==> src/rtl/unified_mem_arbiter.sv <==
`default_nettype none
// ============================================================================
//  Module   : unified_mem_arbiter
//  Purpose  : Two-port (fetch / load-store) arbiter in front of a single-ported
//             unified memory, with a registered memory port and fetch
//             anti-starvation.
//  Revision : 1.0 - initial release
// ============================================================================
module unified_mem_arbiter #(
  parameter int ADDR_W     = 32,
  parameter int DATA_W     = 32,
  parameter int STARVE_MAX = 4
) (
  input  logic              clk,
  input  logic              rst,
  // Fetch port
  input  logic              if_req,
  input  logic [ADDR_W-1:0] if_addr,
  output logic              if_gnt,
  output logic              if_valid,
  output logic [DATA_W-1:0] if_rdata,
  // Load/store port
  input  logic              d_req,
  input  logic              d_we,
  input  logic [1:0]        d_size,
  input  logic [ADDR_W-1:0] d_addr,
  input  logic [DATA_W-1:0] d_wdata,
  output logic              d_gnt,
  output logic              d_valid,
  output logic [DATA_W-1:0] d_rdata,
  // Memory port
  output logic              mem_en,
  output logic              mem_we,
  output logic [1:0]        mem_size,
  output logic [ADDR_W-1:0] mem_addr,
  output logic [DATA_W-1:0] mem_wdata,
  input  logic [DATA_W-1:0] mem_rdata,
  output logic              tick_tock
);

  localparam logic [3:0] STARVE_LIM = 4'(STARVE_MAX);
  localparam logic [1:0] SIZE_WORD  = 2'b10;

  typedef enum logic [1:0] {
    S_IDLE  = 2'd0,
    S_ISSUE = 2'd1,
    S_RESP  = 2'd2
  } state_e;

  state_e            state_q, state_d;
  logic [3:0]        streak_q, streak_d;
  logic              owner_q, owner_d;
  logic              mem_en_q, mem_en_d;
  logic              mem_we_q, mem_we_d;
  logic [1:0]        mem_size_q, mem_size_d;
  logic [ADDR_W-1:0] mem_addr_q, mem_addr_d;
  logic [DATA_W-1:0] mem_wdata_q, mem_wdata_d;

  logic arb_w;
  logic data_sel_w;
  logic d_gnt_w;
  logic if_gnt_w;
  logic accept_w;

  // Grants are gated by rst so nothing is accepted while reset is held.
  assign arb_w      = rst & (state_q != S_ISSUE);
  assign data_sel_w = d_req & ~(if_req & (streak_q == STARVE_LIM));
  assign d_gnt_w    = arb_w & data_sel_w;
  assign if_gnt_w   = arb_w & if_req & ~data_sel_w;
  assign accept_w   = d_gnt_w | if_gnt_w;

  always_comb begin
    state_d     = state_q;
    streak_d    = streak_q;
    owner_d     = owner_q;
    mem_en_d    = 1'b0;
    mem_we_d    = 1'b0;
    mem_size_d  = mem_size_q;
    mem_addr_d  = mem_addr_q;
    mem_wdata_d = mem_wdata_q;

    case (state_q)
      S_IDLE,
      S_RESP:  state_d = accept_w ? S_ISSUE : S_IDLE;
      S_ISSUE: state_d = S_RESP;
      default: state_d = S_IDLE;
    endcase

    // The streak only counts data wins that actually made a fetch wait.
    if (arb_w) begin
      if (if_gnt_w || !if_req) begin
        streak_d = 4'd0;
      end else if (d_gnt_w && (streak_q != STARVE_LIM)) begin
        streak_d = streak_q + 4'd1;
      end
    end

    if (d_gnt_w) begin
      owner_d     = 1'b1;
      mem_en_d    = 1'b1;
      mem_we_d    = d_we;
      mem_size_d  = d_size;
      mem_addr_d  = d_addr;
      mem_wdata_d = d_wdata;
    end else if (if_gnt_w) begin
      owner_d     = 1'b0;
      mem_en_d    = 1'b1;
      mem_we_d    = 1'b0;
      mem_size_d  = SIZE_WORD;
      mem_addr_d  = if_addr;
    end
  end

  always_ff @(posedge clk or negedge rst) begin
    if (!rst) begin
      state_q     <= S_IDLE;
      streak_q    <= 4'd0;
      owner_q     <= 1'b0;
      mem_en_q    <= 1'b0;
      mem_we_q    <= 1'b0;
      mem_size_q  <= 2'b00;
      mem_addr_q  <= '0;
      mem_wdata_q <= '0;
    end else begin
      state_q     <= state_d;
      streak_q    <= streak_d;
      owner_q     <= owner_d;
      mem_en_q    <= mem_en_d;
      mem_we_q    <= mem_we_d;
      mem_size_q  <= mem_size_d;
      mem_addr_q  <= mem_addr_d;
      mem_wdata_q <= mem_wdata_d;
    end
  end

  assign if_gnt    = if_gnt_w;
  assign d_gnt     = d_gnt_w;
  assign mem_en    = mem_en_q;
  assign mem_we    = mem_we_q;
  assign mem_size  = mem_size_q;
  assign mem_addr  = mem_addr_q;
  assign mem_wdata = mem_wdata_q;

  assign if_valid  = (state_q == S_RESP) & ~owner_q;
  assign d_valid   = (state_q == S_RESP) & owner_q;
  assign if_rdata  = mem_rdata;
  assign d_rdata   = mem_rdata;
  assign tick_tock = owner_q & (state_q != S_IDLE);

endmodule
`default_nettype wire

==> config.mk <==
export PLATFORM = sky130hd
export DESIGN_NAME = unified_mem_arbiter
export DESIGN_NICKNAME = d
export VERILOG_FILES = /design/src/rtl/unified_mem_arbiter.sv
export SDC_FILE = /design/constraint.sdc
export NUM_CORES = 1
export LEC_CHECK = 0
export CELL_PAD_IN_SITES_DETAIL_PLACEMENT = 2
export CELL_PAD_IN_SITES_GLOBAL_PLACEMENT = 2
export CORE_MARGIN = 2
export CORE_UTILIZATION = 21
export DETAILED_ROUTE_END_ITERATION = 8
export GPL_TIMING_DRIVEN = 0
export PLACE_DENSITY_LB_ADDON = 0.1
export SYNTH_ARGS = -nofsm -noshare
export SYNTH_HDL_FRONTEND = slang
export SYNTH_SLANG_ARGS = --single-unit
==> constraint.sdc <==
create_clock -name clk -period 2.66 [get_ports clk]
set_clock_uncertainty 0.15 [all_clocks]
set_input_delay 0.532 -clock clk [delete_from_list [all_inputs] [get_ports clk]]
set_output_delay 0.532 -clock clk [all_outputs]
set_load 0.05 [all_outputs]
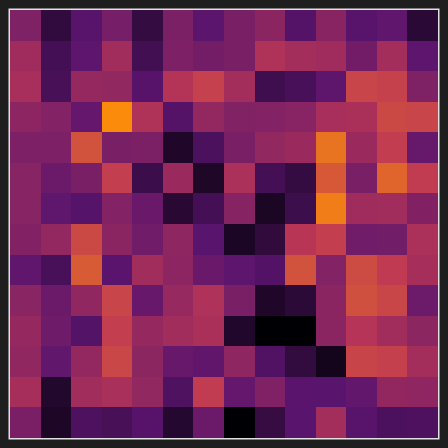
Fig. 1. Cell density map (run 1).
The die is cut into 14 by 14 equal tiles; black is low, pale yellow is high, 0 to 100% covered.
fullest tile	75%
nearly empty tiles	1.5%
densest ninth of the die	middle right
mean over tiles	34%
share of the core filled with cells in the final layout: 37.97%
starting density of the core: 21.33%
Core Box Area: 18640 sq um

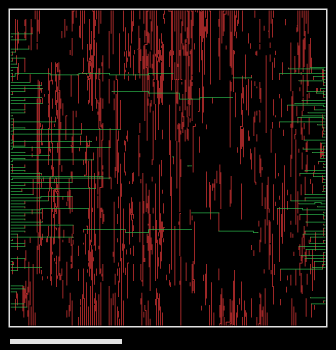
Fig. 2. Wiring by layer (run 1).
Scale bar: 50 um. Two of the layers only.
color	layer	wire length
red	met2	7320 um
green	met3	1550 um
final wirelength: 15.06 mm
count of vias placed by the detailed router: 3693
overall routing resource usage: 15.31%
average wire per standard cell: 17.53 um

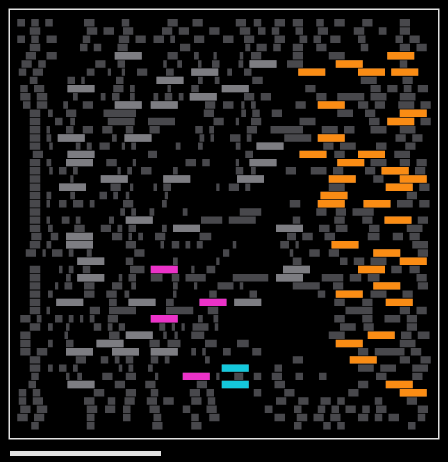
Fig. 3. Register map, names as in the netlist (run 1).
Scale bar: 50 um. Other sequential cells in the stronger gray, the rest of the logic in the fainter gray.
color	netlist name	placed flops
orange	`mem_wdata`	32
cyan	`state_q`	2
magenta	`streak_q`	4
not colored	37
sequential share of cell area: 26.51%
seq pwr: 1440 uW
area occupied by registers: 1877 sq um

==> out/results.ini, run 1 <==
[final_layout]
final_standard_cell_area_without_fillers_sq_um=7079
final_nets=757
fillCellCount=1994
antennaDiodeCount=0
area.combinational_sq_um=1416
flow.area_growth_from_synthesis_pct=78.04
final_layout_top_logic_cells=sky130_fd_sc_hd__clkdlybuf4s50_1 (235), sky130_fd_sc_hd__dfrtp_1 (75), sky130_fd_sc_hd__buf_4 (69)
finalNonFillerCells=859
final_layout_top_logic_cell=sky130_fd_sc_hd__clkdlybuf4s50_1
drive_above_1_share_pct=23.20

[final_timing]
final_min_period_over_clock_period_pct=94.73
hold_violations=0
timing_max_transition_violations_final=0
fin_tns_setup_ps=0
max_slew_margin_pct=33.02
holdWs_ps=117.4
final_critical_path_setup_slack_ps=140.2
tightest_slew_ps=1001
max_freq_mhz=396.9
post-route-min-period_ps=2520
rsz_0062_raised_after_global_routing=no
final-setup-viol-count=0

[floorplanning]
chipWidth_um=141.6
pin_count=272
num_rows=50
die-area_sq_um=20050
dieHeight_um=141.6

[yosys]
synth_sequential_area_ratio_pct=47.20
yosys_area_sq_um=3976
mappedNetlistArea_sq_um=3976
synth_xor_xnor_area_share_pct=0
top_cells_by_area_synth=sky130_fd_sc_hd__dfrtp_1 (47%), sky130_fd_sc_hd__buf_4 (12%), sky130_fd_sc_hd__mux2_4 (11%), sky130_fd_sc_hd__o211ai_1 (6.0%), sky130_fd_sc_hd__nand3_1 (4.4%)
yosys.cell_types.count=33
synthAoiAreaFrac_pct=11.96
netlist.area_leader.share_pct=47.20
synth.cellmix.adderShare_pct=0.6293
synth-cells-yosys=366
yosys.area_share.simple_pct=10.79
synth_area_leader_cell=sky130_fd_sc_hd__dfrtp_1
topCombFamilyByArea=buffers and inverters
syn_nets=503
synth.avg_cell_area_sq_um=10.86
synth_flops=75
ys_warn_count=0
yosys-mux-area-fraction_pct=11.99
synthesis.instances=366

[global_routing]
antenna_violations_before_repair=0
grt_pass1_wl_mm=23.52
first_global_vias=4142
maximum_number_of_pins_on_one_net_before_global_route_repair=30
residual_overflow_from_global_routing=0

[routing]
avgViaCountPerCell=4.299
first_iter_violations=48
drc_violation_count_after_routing=0
postRouteAntennaNets=0
tritonroute_pass_1_iters=4

[clock_network]
cts.reportedPaths.clkPinSlew_ps=60
clk_latency_ps=340
ctsLongestPathBuffers=2
cts_root_buf=sky130_fd_sc_hd__clkbuf_16
cts_inserted_buffers=9
cts_tree=built
maximum_level_of_the_cts_h_tree=3
clock_sinks=75

[hold_path]
min-delay-path-class=in -> async

[pwr]
finalPower_uw=4895
power_density_nw_per_um2=691.5
worst_ir_drop_vdd_uv=282.2
p_leak_uw=0.003018

[place]
detailedPlacementHpwl_mm=11.48
placed_cell_area_sq_um=6676
finalWeightedCongestion=0.7659
place_ws_ps=-948.2
placedCellCount=839
buffer_ports.inserted=238

[critical_path]
worstPathRequired_ps=1980
critPathArrivalTime_ps=1840
start_kind=register
critPathMaxFanout=10
crit_path_top_delay_cell=sky130_fd_sc_hd__dfrtp_1
setup.worst_path.class=reg -> out
critPathMaxStageDelay_ps=400
worstSetupEndpointType=output port
crit_chain=inv_1, ha_1, nand4b_2, a21boi_4, clkbuf_8, nor2_1, buf_2

[flow_run]
timing.max_cap.violations=0
log.warning_count=27

[outcome]
result_of_the_run=finished clean

## run 1: metal layers
layer	GRT usage, %	part of all wire (%)	up-vias
li1	-	-	1708
met1	17.87	40	1818
met2	25.93	49	158
met3	7.324	10	9
met4	2.684	0.69	0
met5	0	0	-
## run 1: sequential cells by signal, indices dropped and copies added (netlist names)
register / count
mem_size: 2
state_q: 2
mem_en: 1
mem_wdata: 32
owner_q: 1
mem_we: 1
mem_addr: 32
streak_q: 4
## run 1: repair_timing
action                     in CTS  in global routing
hold endpoints to repair       22                  0
pin swaps                       0                  2
setup buffers                   1                  2
hold buffers                    2                  0
setup endpoints to repair       2                  2
resized                        17                  0
cloned                          1                  0
## run 1: area by class of cell
| type | count | share of cell area [%] |
|---|---|---|
| clock inverters | 7 | 1.414 |
| repair buffers | 245 | 35.15 |
| clock buffers | 9 | 3.181 |
| inverters | 6 | 0.3181 |
| plain buffers | 87 | 9.279 |
| well taps | 234 | 4.136 |
| flip-flops and latches | 75 | 26.51 |
| multi-input cells | 196 | 20.01 |
## run 1: power by group
group	internal (uW)	total (uW)	switching, uW
registers	1340	1440	108
clock network	828	1350	524
logic	833	2100	1270
total	3000	4900	1900
## run 1: synth_stat cells
cell type                    n
sky130_fd_sc_hd__dfrtp_1    75
sky130_fd_sc_hd__buf_4      65
sky130_fd_sc_hd__nand2_1    39
sky130_fd_sc_hd__nand3_1    35
sky130_fd_sc_hd__o21ai_0    35
sky130_fd_sc_hd__o211ai_1   32
sky130_fd_sc_hd__mux2_4     28
sky130_fd_sc_hd__clkbuf_1    9
sky130_fd_sc_hd__buf_2       8
sky130_fd_sc_hd__inv_1       5
sky130_fd_sc_hd__mux2_2      5
sky130_fd_sc_hd__buf_12      3
sky130_fd_sc_hd__buf_6       3
sky130_fd_sc_hd__nor2_1      3
sky130_fd_sc_hd__ha_1        2
sky130_fd_sc_hd__nor3b_1     2
sky130_fd_sc_hd__a21boi_2    1
sky130_fd_sc_hd__a21o_1      1
sky130_fd_sc_hd__a32o_1      1
sky130_fd_sc_hd__and2_1      1
sky130_fd_sc_hd__and2_4      1
sky130_fd_sc_hd__and3_1      1
sky130_fd_sc_hd__and3b_1     1
sky130_fd_sc_hd__buf_8       1
sky130_fd_sc_hd__inv_2       1
sky130_fd_sc_hd__nand2_8     1
sky130_fd_sc_hd__nand2b_2    1
sky130_fd_sc_hd__nand3b_1    1
sky130_fd_sc_hd__nand4b_2    1
sky130_fd_sc_hd__o21a_1      1
sky130_fd_sc_hd__o22a_1      1
sky130_fd_sc_hd__o22ai_1     1
sky130_fd_sc_hd__o2bb2ai_1   1
## run 1: worst paths after layout
kind                                      end          start  depth (start not counted)  slack (ps)
worst max-delay path                   if_gnt    streak_q[1]                          7         140
worst min-delay path              mem_addr[5]            rst                          3         120
worst max register to register  mem_wdata[17]    streak_q[1]                          9         430
worst min register to register  mem_wdata[31]  mem_wdata[31]                          1         360
max in group asynchronous       mem_wdata[25]            rst                          2         960
min in group clk                  streak_q[3]         if_req                          2         340
## run 1: critical path: cells and delay by family, from the launching register on
family	cells	cell delay [ps]
buf+inv	3	530
simple gates	2	230
flops	1	400
fa+ha+maj	1	160
compound gates	1	170
==> run 2: changes to the inputs <==
--- a/config.mk
+++ b/config.mk
@@ -9,6 +9,7 @@
 export CELL_PAD_IN_SITES_GLOBAL_PLACEMENT = 2
 export CORE_MARGIN = 2
 export CORE_UTILIZATION = 21
+export CTS_CLUSTER_SIZE = 10
 export DETAILED_ROUTE_END_ITERATION = 8
 export GPL_TIMING_DRIVEN = 0
 export PLACE_DENSITY_LB_ADDON = 0.1
==> run 2 against run 1 <==
Combinational power barely moved. Global-route usage did not move. Core utilization did not move. Clock power barely moved. Largest power group unchanged. Critical endpoint unchanged. Highest routed layer unchanged. Count of clock-buffer cells in the layout did not move. Sequential share of layout area did not move.
==> out/results.ini, run 2 <==
[final_timing]
max_freq_mhz=396.9  ; unchanged
fin_tns_setup_ps=0  ; unchanged
post-route-min-period_ps=2520  ; unchanged
max_slew_margin_pct=33.02  ; unchanged
rsz_0062_raised_after_global_routing=no

[pwr]
finalPower_uw=4895  ; unchanged
power_density_nw_per_um2=691.5  ; unchanged
worst_ir_drop_vdd_uv=282.2  ; unchanged

[routing]
avgViaCountPerCell=4.299  ; unchanged
route.final.wire_length_mm=15.06  ; unchanged
drc_violation_count_after_routing=0  ; unchanged
tritonroute_pass_1_iters=4  ; unchanged
vias=3693  ; unchanged
postRouteAntennaNets=0  ; unchanged
first_iter_violations=48  ; unchanged

[yosys]
ys_warn_count=0  ; unchanged
synth_flops=75  ; unchanged
enable_flop_cells=0  ; unchanged
synth_sequential_area_ratio_pct=47.20  ; unchanged
synth.cells.most_frequent=sky130_fd_sc_hd__dfrtp_1 (75), sky130_fd_sc_hd__buf_4 (65), sky130_fd_sc_hd__nand2_1 (39)
postSynth.topFlopCell=sky130_fd_sc_hd__dfrtp_1
top_cells_by_area_synth=sky130_fd_sc_hd__dfrtp_1 (47%), sky130_fd_sc_hd__buf_4 (12%), sky130_fd_sc_hd__mux2_4 (11%), sky130_fd_sc_hd__o211ai_1 (6.0%), sky130_fd_sc_hd__nand3_1 (4.4%)
mappedNetlistArea_sq_um=3976  ; unchanged
synth_top_cell_by_count=sky130_fd_sc_hd__dfrtp_1
synth-cells-yosys=366  ; unchanged

[final_layout]
area.combinational_sq_um=1416  ; unchanged
flow.area_growth_from_synthesis_pct=78.04  ; unchanged
antennaDiodeCount=0  ; unchanged
final_nets=757  ; unchanged
layout.area.seq_sq_um=1877  ; unchanged
final_layout_top_logic_cell=sky130_fd_sc_hd__clkdlybuf4s50_1
drive_above_1_share_pct=23.20  ; unchanged

[outcome]
result_of_the_run=finished clean

[global_routing]
grt-busiest-layer=met2
antenna_violations_before_repair=0  ; unchanged
maximum_number_of_pins_on_one_net_before_global_route_repair=30  ; unchanged
first_global_vias=4142  ; unchanged
met2_usage_in_global_routing_pct=25.93  ; unchanged
grt_use_total_pct=15.31  ; unchanged
use_met1_pct=17.87  ; unchanged

[place]
finalWeightedCongestion=0.7659  ; unchanged
detailedPlacementHpwl_mm=11.48  ; unchanged

[floorplanning]
core_area_sq_um=18640  ; unchanged
chipWidth_um=141.6  ; unchanged
pin_count=272  ; unchanged
dieHeight_um=141.6  ; unchanged
floorplan.initialDensity_pct=21.33  ; unchanged

[clock_network]
maximum_level_of_the_cts_h_tree=3  ; unchanged
ctsLongestPathBuffers=2  ; unchanged
clock_sinks=75  ; unchanged

[critical_path]
crit_path_top_delay_cell=sky130_fd_sc_hd__dfrtp_1
worstPathRequired_ps=1980  ; about the same
start_kind=register
timing.reg2reg.setup_slack_ps=430  ; about the same
worst_r2r_path_depth=9  ; unchanged
crit-reg2reg-launch=streak_q[1]
crit_chain=inv_1, ha_1, nand4b_2, a21boi_4, clkbuf_8, nor2_1, buf_2

[flow_run]
log.warning_count=27  ; unchanged

-- run 2: cell counts in the layout (fill, tap and decap cells not counted) --
Identical to the previous run, type by type.
-- run 2: worst max-delay path by stage --
stage,from,slack [ps],depth (start not counted),end
5_1_grt,streak_q[1],20,7,if_gnt
3_5_place_dp,rst,-950,6,if_gnt
2_1_floorplan,if_req,190,5,if_gnt
4_1_cts,d_req,30,6,if_gnt
3_3_place_gp,rst,-4670,5,if_gnt
6_report,streak_q[1],140,7,if_gnt
-- run 2: timing repair --
item / in CTS / in global routing
setup endpoints to repair: 2 / 2
gates resized: 17 / 0
hold buffers: 2 / 0
hold endpoints to repair: 22 / 0
pin swaps: 0 / 2
gates cloned: 1 / 0
buffers inserted: 1 / 2
-- run 2: worst min-delay path, stage by stage --
cell,delay [ps]
sky130_fd_sc_hd__buf_6,110
sky130_fd_sc_hd__buf_16,130
sky130_fd_sc_hd__buf_12,180
-- run 2: power breakdown --
part | total [uW] | switching (uW) | leakage (uW) | internal, uW
logic | 2100 | 1270 | 0.00196 | 833
clock network | 1350 | 524 | 0.000149 | 828
registers | 1440 | 108 | 0.000913 | 1340
-- run 2: area by class of cell --
| class | count | area share (%) |
|---|---|---|
| repair buffers | 245 | 35.15 |
| flip-flops and latches | 75 | 26.51 |
| multi-input cells | 196 | 20.01 |
| plain buffers | 87 | 9.279 |
| well taps | 234 | 4.136 |
| clock buffers | 9 | 3.181 |
| clock inverters | 7 | 1.414 |
| inverters | 6 | 0.3181 |
-- run 2: cell families (layout without fill, tap and decap cells) --
group,after synthesis,in the layout,synth area share [%]
flops,75,75,47.20
simple gates,87,87,10.79
compound gates,74,74,11.96
mux,33,33,11.99
fa+ha+maj,2,2,0.6292
buf+inv,95,354,17.43
-- run 2: routing by layer --
metal / vias up / part of all wire, % / routed length [um]
met1: 1818 / 40 / 6082
met4: 0 / 0.69 / 104
met3: 9 / 10 / 1551
met2: 158 / 49 / 7318
met5: - / 0 / 0
li1: 1708 / - / -
-- run 2: through the flow --
step	std cells	util (%)	worst slack (ps)	hold slack, ps	area, sq um
after floorplan	366	-	194.9	86.41	3976
after global placement	838	35.68	-4667	322.1	6651
after detailed placement	839	35.81	-948.2	310.2	6676
after CTS	857	37.89	26.57	104.8	7064
after global routing	859	37.97	20.07	117.0	7079
final	859	37.97	140.2	117.4	7079
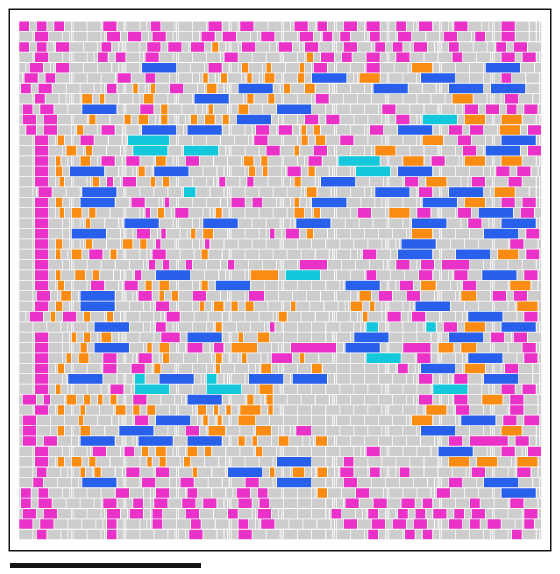
Fig. 4. Cell classes on the final placement (run 2).
Scale bar: 50 um. Fill, decap, tap and diode cells in gray.
color	class	cells
orange	all other logic	202
cyan	clock drivers and dummy loads	16
magenta	other buffers and delay cells	332
blue	flip-flops	75
Placement Rows: 50
final standard cell area without fillers: 7079 sq um

Power is estimated from default activity; no workload was simulated.
